**config.mk**
```make
export PLATFORM = sky130hd
export DESIGN_NAME = axilite_read_channel
export DESIGN_NICKNAME = d
export VERILOG_FILES = /design/src/rtl/axilite_read_channel.sv
export SDC_FILE = /design/constraint.sdc
export NUM_CORES = 1
export LEC_CHECK = 0
export ABC_AREA = 0
export CAP_MARGIN = 20
export CORE_UTILIZATION = 34
export CTS_CLUSTER_DIAMETER = 30
export DETAILED_ROUTE_END_ITERATION = 10
export GPL_TIMING_DRIVEN = 0
export PLACE_DENSITY = 0.87
export SLEW_MARGIN = 10
export SYNTH_ARGS = -nofsm -noshare
export SYNTH_HDL_FRONTEND = slang
export SYNTH_SLANG_ARGS = --single-unit
```
**constraint.sdc**
```tcl
create_clock -name clk -period 2.6 [get_ports clk]
set_input_delay 0.26 -clock clk [delete_from_list [all_inputs] [get_ports clk]]
set_output_delay 0.26 -clock clk [all_outputs]
set_load 0.01 [all_outputs]
```
**src/rtl/axilite_read_channel.sv**
```systemverilog
// ---------------------------------------------------------------------------
// axilite_read_channel
//   AXI4-Lite slave read path (AR + R channels) that serves reads from a flat
//   bank of 32-bit registers supplied on the regs port.
//   One outstanding read at a time. araddr is a register word index.
//
//   Optional feature macro: AXIL_RD_RANGE_CHECK_EN
//     defined   : araddr >= NUM_REGS returns rdata=0 with SLVERR (2'b10)
//     undefined : index = low $clog2(NUM_REGS) bits of araddr (aliasing),
//                 rresp is always OKAY
// ---------------------------------------------------------------------------
module axilite_read_channel #(
    parameter int NUM_REGS = 4
) (
    input  logic                     clk,
    input  logic                     rst,
    input  logic [31:0]              araddr,
    input  logic                     arvalid,
    output logic                     arready,
    output logic [31:0]              rdata,
    output logic [1:0]               rresp,
    output logic                     rvalid,
    input  logic                     rready,
    input  logic [32*NUM_REGS-1:0]   regs
);

    // Width of the register index; guarded so a degenerate parameter still
    // elaborates to a legal vector.
    localparam int IDX_W = (NUM_REGS > 1) ? $clog2(NUM_REGS) : 1;

    localparam logic [1:0] RESP_OKAY   = 2'b00;
    localparam logic [1:0] RESP_SLVERR = 2'b10;

    // Two-state FSM encoding
    localparam logic [0:0] ST_IDLE = 1'b0;
    localparam logic [0:0] ST_DATA = 1'b1;

    logic [0:0]  state_q,   state_d;
    logic        arready_q, arready_d;
    logic        rvalid_q,  rvalid_d;
    logic [31:0] rdata_q,   rdata_d;
    logic [1:0]  rresp_q,   rresp_d;

    // Register bank unpacked into words so the read mux is a plain array index
    logic [31:0] reg_word [NUM_REGS];

    genvar gi;
    generate
        for (gi = 0; gi < NUM_REGS; gi++) begin : g_unpack
            assign reg_word[gi] = regs[32*gi +: 32];
        end
    endgenerate

    logic [IDX_W-1:0] rd_idx;
    logic [31:0]      sel_data;
    logic [1:0]       sel_resp;

    assign rd_idx = araddr[IDX_W-1:0];

`ifdef AXIL_RD_RANGE_CHECK_EN
    localparam logic [31:0] NUM_REGS_U = NUM_REGS;

    logic addr_in_range;
    assign addr_in_range = (araddr < NUM_REGS_U);

    // Out-of-range reads return zero data with a slave error
    always_comb begin
        sel_data = 32'h0;
        sel_resp = RESP_SLVERR;
        if (addr_in_range) begin
            sel_data = reg_word[rd_idx];
            sel_resp = RESP_OKAY;
        end
    end
`else
    // Upper address bits deliberately ignored: addresses alias onto the bank
    logic unused_addr_bits;
    assign unused_addr_bits = ^araddr[31:IDX_W];

    // Every read is in range by construction
    always_comb begin
        sel_data = reg_word[rd_idx];
        sel_resp = RESP_OKAY;
    end
`endif

    // Next-state and output-next logic; all outputs come straight from flops
    always_comb begin
        state_d   = state_q;
        arready_d = arready_q;
        rvalid_d  = rvalid_q;
        rdata_d   = rdata_q;
        rresp_d   = rresp_q;
        case (state_q)
            ST_IDLE: begin
                // arready rises one edge after reset release, then stays high
                arready_d = 1'b1;
                rvalid_d  = 1'b0;
                if (arvalid && arready_q) begin
                    // Snapshot the selected word; later regs changes are ignored
                    rdata_d   = sel_data;
                    rresp_d   = sel_resp;
                    arready_d = 1'b0;
                    rvalid_d  = 1'b1;
                    state_d   = ST_DATA;
                end
            end
            ST_DATA: begin
                arready_d = 1'b0;
                rvalid_d  = 1'b1;
                if (rready) begin
                    // rdata/rresp are left holding the completed read
                    rvalid_d  = 1'b0;
                    arready_d = 1'b1;
                    state_d   = ST_IDLE;
                end
            end
            default: begin
                state_d   = ST_IDLE;
                arready_d = 1'b0;
                rvalid_d  = 1'b0;
            end
        endcase
    end

    // State and output registers; reset abandons any pending read at once
    always_ff @(posedge clk or posedge rst) begin
        if (rst) begin
            state_q   <= ST_IDLE;
            arready_q <= 1'b0;
            rvalid_q  <= 1'b0;
            rdata_q   <= 32'h0;
            rresp_q   <= RESP_OKAY;
        end else begin
            state_q   <= state_d;
            arready_q <= arready_d;
            rvalid_q  <= rvalid_d;
            rdata_q   <= rdata_d;
            rresp_q   <= rresp_d;
        end
    end

    assign arready = arready_q;
    assign rvalid  = rvalid_q;
    assign rdata   = rdata_q;
    assign rresp   = rresp_q;

endmodule

```
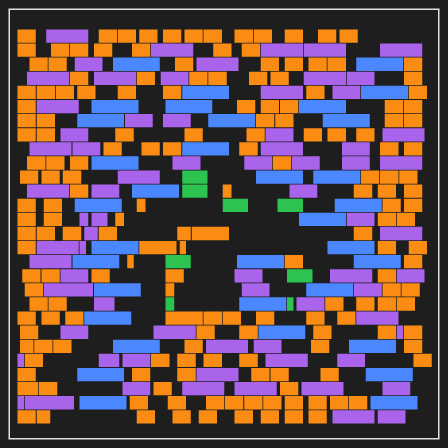
*Cells colored by class*
class	color	cells
clock drivers and dummy loads	green	8
flops	blue	34
combinational and other logic	purple	71
other buffers and delay cells	orange	179
Core Area: 6100 µm²
area of all placed cells without fillers: 4060 µm²
Util after Layout: 66.5%

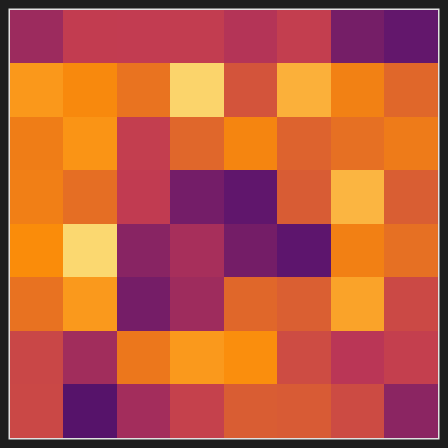
*Local utilization*
8 x 8 tiles, from black (low) to pale yellow (high), 0 to 100% covered.
emptiest ninth of the die	center
mean over tiles	58%
fullest tile	92%
tiles over 75% full	17%

==> notes.md <==
The flow run is done. Row count landed at 28. The run finished with clean final reports. Recorded from the global router log, the overflow total was 0. Entering global routing, the biggest net connects 35 pins. Clock-cell share of area landed at 2.25%. The highest layer touched by signal routing is met4. TritonCTS built the clock tree.

The power report shows net switching accounting for 28.2% of the total. Once placement completed, the tool counted placed cells totaling 359. Number of gates resized after cts landed at 0. Leakage power of the design landed at 1.64 nW. Count of max-cap constraint violations landed at 0.

Per the timing report, the most critical flop-to-flop path originates at rvalid. Final setup skew landed at 0.00710 ns. Counting only logic cells after layout, the most numerous master is sky130_fd_sc_hd__clkdlybuf4s50_1. Sequential area share after synthesis landed at 38.6%. Wire length on met1 landed at 2200 µm.

Number of well taps landed at 75. The flow reports that combinational logic draws 54.2% of the design power. The register with the most flip-flops in the layout has 32 of them. The chip occupies 6810 µm². Total area of sequential cells landed at 851 µm². Yosys mapped a number of flops with a built-in enable equal to 0. Looking at the clock tree report, the root buffer type is sky130_fd_sc_hd__clkbuf_8. After filler insertion, the fill cell instance count of the layout stands at 451. In the power breakdown, the biggest contributor is combinational logic.

Multi-input logic gates represent a cell area share of 30.3%. Detailed-placement wirelength estimate landed at 5140 µm. Per the gpl log, the routability congestion estimate is 0.714. Across every metal layer, demand over resource in global routing totals 19.1%. The logs give a warning total of 56. Vertical extent of the die landed at 82.5 µm. The main area contributors are sky130_fd_sc_hd__dfrtp_1, sky130_fd_sc_hd__mux4_2, sky130_fd_sc_hd__mux2_4.

After synthesis the cells add up to 2210 µm². Level count of the clock H-tree landed at 2. The number of antenna diodes in the final layout is 0. Global-route wire length before repair landed at 9430 µm.

Worst slew margin relative to its limit landed at 51.9%. According to the timing report, the data required time at the worst endpoint equals 2.77 ns. Post-placement setup slack landed at 0.379 ns.
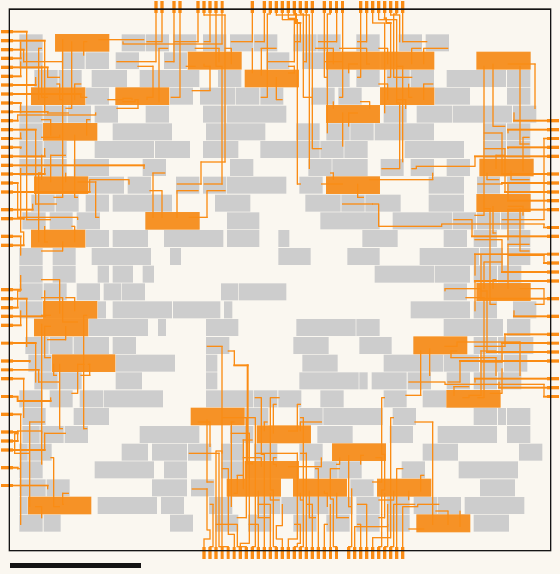
*Nets reached from selected ports*
Scale bar: 20 µm.
port	color	bits	direction	edge	end cells	buffers	wire
regs	orange	128	input	39 west, 33 south, 31 north, 25 east	32	128	2,470 µm
buffers added on ports: 166
total I/O pin count: 200

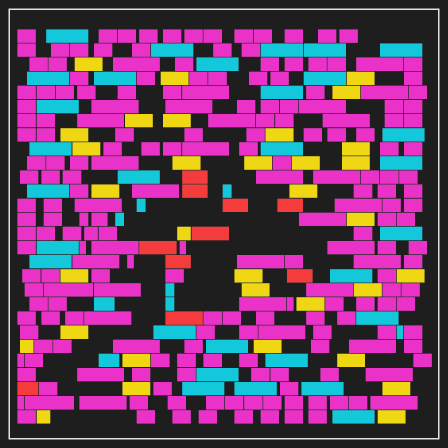
*Cell sizes after repair*
size	color	cells	share
_0 and _1 cells	magenta	211	72%
_6 and larger	red	10	3.4%
_2 cells	cyan	38	13%
_3 and _4 cells	yellow	33	11%

Power figures rest on the tool's default switching activity, not on a simulated workload.
